Gate families picked out:
The bar under the picture is 20 um long.
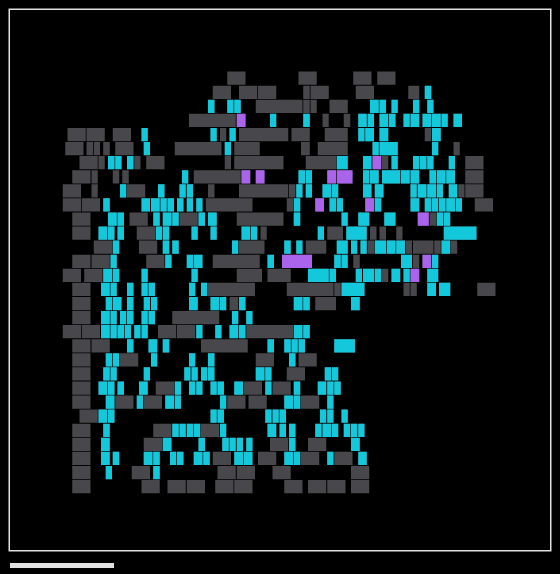
Register map, names as in the netlist:
The bar under the picture is 20 um long. Other sequential cells in the stronger gray, the rest of the logic in the fainter gray.
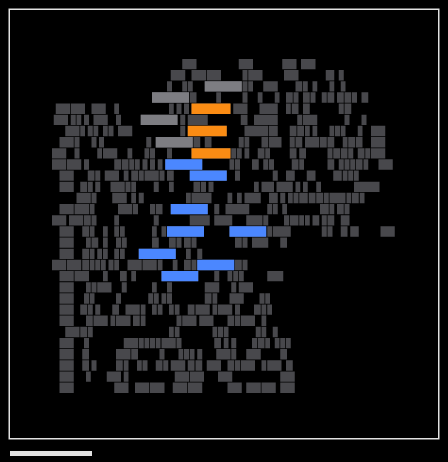
==> config.mk <==
export PLATFORM = sky130hd
export DESIGN_NAME = mux8to1_rr
export DESIGN_NICKNAME = d
export VERILOG_FILES = /design/src/rtl/mux8to1_rr.sv
export SDC_FILE = /design/constraint.sdc
export NUM_CORES = 1
export LEC_CHECK = 0
export ABC_AREA = 1
export CAP_MARGIN = 15
export CORE_MARGIN = 10
export CORE_UTILIZATION = 29
export DETAILED_ROUTE_END_ITERATION = 12
export PLACE_DENSITY = 0.63
export RECOVER_POWER = 25
export SKIP_CTS_REPAIR_TIMING = 1
export SYNTH_ARGS = -nofsm -noshare
export SYNTH_HDL_FRONTEND = slang
export SYNTH_SLANG_ARGS = --single-unit
==> constraint.sdc <==
create_clock -name clk -period 10.2 [get_ports clk]
set_input_delay 2.04 -clock clk [delete_from_list [all_inputs] [get_ports clk]]
set_output_delay 2.04 -clock clk [all_outputs]
set_load 0.1 [all_outputs]
==> results.toml <==
# physical design summary
[timing]
finalClockPeriodUsage = 0.772
maxSlewHeadroom = 0.315
min_period_ns = 7.88
fin_ws_ns = 2.32
skew_ns = 0.00378
slew_violations = 0
hold_ws_ns = 0.491
setup_tns_ns = 0
worst_slew_pin_slew_ns = 1.02
setup_viol = 0
rsz0062_at_grt = "false"
hold_viol = 0
fmax_ghz = 0.127

[synthesis]
yosys.area_share.adder = 0.0121
synth_cells = 377
ys_cells = 377
syn-cell-area_sq_um = 2060
seq_area_frac_synth = 0.184
synth_top_cell_by_count = "nand2_1"
synth_area_per_cell_sq_um = 5.47
topCellsByArea = "nand2_1 36%, nand3_1 17%, dfrtp_1 15%, dfstp_2 3.8%, nor2_1 3.5%"
synthTopCellsByCount = "200 x nand2_1, 70 x nand3_1, 19 x nor2_1, 16 x inv_1, 12 x dfrtp_1"
synth_cell_types = 30
ys.flop_type = "dfrtp_1"
ys_sh_simple = 0.656
synth_chip_area_sq_um = 2060
async_flop_share = 1.00
yosysTopAreaCellShare = 0.364
numSynthFlops = 15
yosysTopAreaCell = "nand2_1"
aoi_share = 0.0370
synthTopLogicFamily = "simple AND/OR/NAND/NOR gates"
mux_share = 0
fp_nets = 454
synth-edff-count = 0
ys_warn_count = 0
synth-xor-area-share = 0.0200

[routing]
antenna_left = 0
drc = 0
vias_per_cell = 4.74
first_iter_violations = 74
topRoutingLayerUsed = "met4"
dr.pass1.iters = 4
routed_wl_um = 7460
wl_per_cell_um = 13.4
wl_met2_um = 3430
dr_wl_met3_um = 609
met1_length_um = 3310
vias = 2630

[global_routing]
grt.total_usage = 0.129
antenna_found_initial = 0
grt_pass1_wl_um = 12100
met1_usage = 0.154
groute.layer.met2.usage = 0.214
grt_pass1_vias = 2554
grt_overflow = 0
busiest_layer = "met2"
gr-usage-met3 = 0.0390
grt_max_degree = 37

[worst_setup_path]
cp-end-kind = "output port"
path_depth = 16
cpMostUsedCell = "nand2_1"
arrival_ns = 5.84
critPathRequiredTime_ns = 8.16
cp_cell_sequence = "clkdlybuf4s50_1 > nand2_1 > nand3_1 > nand2_1 > nand2_1 > nand2_1 > a21oi_1 > nand2_1 > nor2_1 > nand2_1 > nand2_2 > nand2_4 > inv_1 > nand2_1 > nor2_1 > clkdlybuf4s50_1"
cp.buffers_inverters = 3
critical_path.top_delay_family = "buffers and inverters"
slowest_delay_ns = 1.15
r2r_slack_ns = 6.30
crit_type = "in2out"
path_max_fanout = 36
reg2regPathDepth = 20
cp_slowest_cell = "clkdlybuf4s50_1"
crit_path_start_kind = "input pin"

[final_layout]
multiInputCombCellCount = 326
buf_share = 0.308
area_dominant_class = "multi-input combinational cells"
seq_cells = 15
inverters = 20
signal_buffers = 94
clock_area_frac = 0.0151
lay_top_cells = "200 x nand2_1, 93 x clkdlybuf4s50_1, 70 x nand3_1, 19 x nor2_1, 16 x inv_1"
clkbuf_count = 3
fin_nets = 537
diodes = 0
drive_gt1_frac = 0.0610
fillCellCount = 755
largest_register_ffs = 8
final_area_sq_um = 3060
finalNonFillerCells = 555
syn2layout_area_growth_pct = 48.4
logic_area_sq_um = 1500

[run_status]
status = "completed"

[run]
log.warning_count = 27
max_cap_viol_count = 0

[die]
die_h_um = 104
io_pins = 95
rows = 30
die_x_um = 104
core_area_sq_um = 6830
n_tap_cell = 96
die_area_sq_um = 10900
initial_core_util = 0.302

[placed_design]
hpwl_um = 6030
preCtsSetupSlack_ns = 2.33
dp.cells = 551
placed_area_sq_um = 3010
numPortBuffers = 94
gp_congestion = 0.923

[clock_tree]
root_buffer = "clkbuf_8"
cts_sinks = 15
cts_tree = "done"
insertion_delay_ns = 0.25
htree_levels = 1
clockBufferDepth = 2
numCtsBuffers = 3
clkTransAtPathRegs_ns = 0.06

[worst_hold_path]
min_path_cells = 2
hold_path.class = "reg2reg"
Notes on 'gate families picked out' above:
Key: NAND gates = cyan [cells 286]; inverting AOI/OAI gates = purple [cells 12]
Comb/total area: 0.489
Commonest Layout Cell: nand2_1

Notes on 'register map, names as in the netlist' above:
Key: ptr_q = orange [flops 3]; out_data = blue [flops 8, where middle]
register area: 379 sq um
register share of the cell area: 0.124
fin util: 0.448

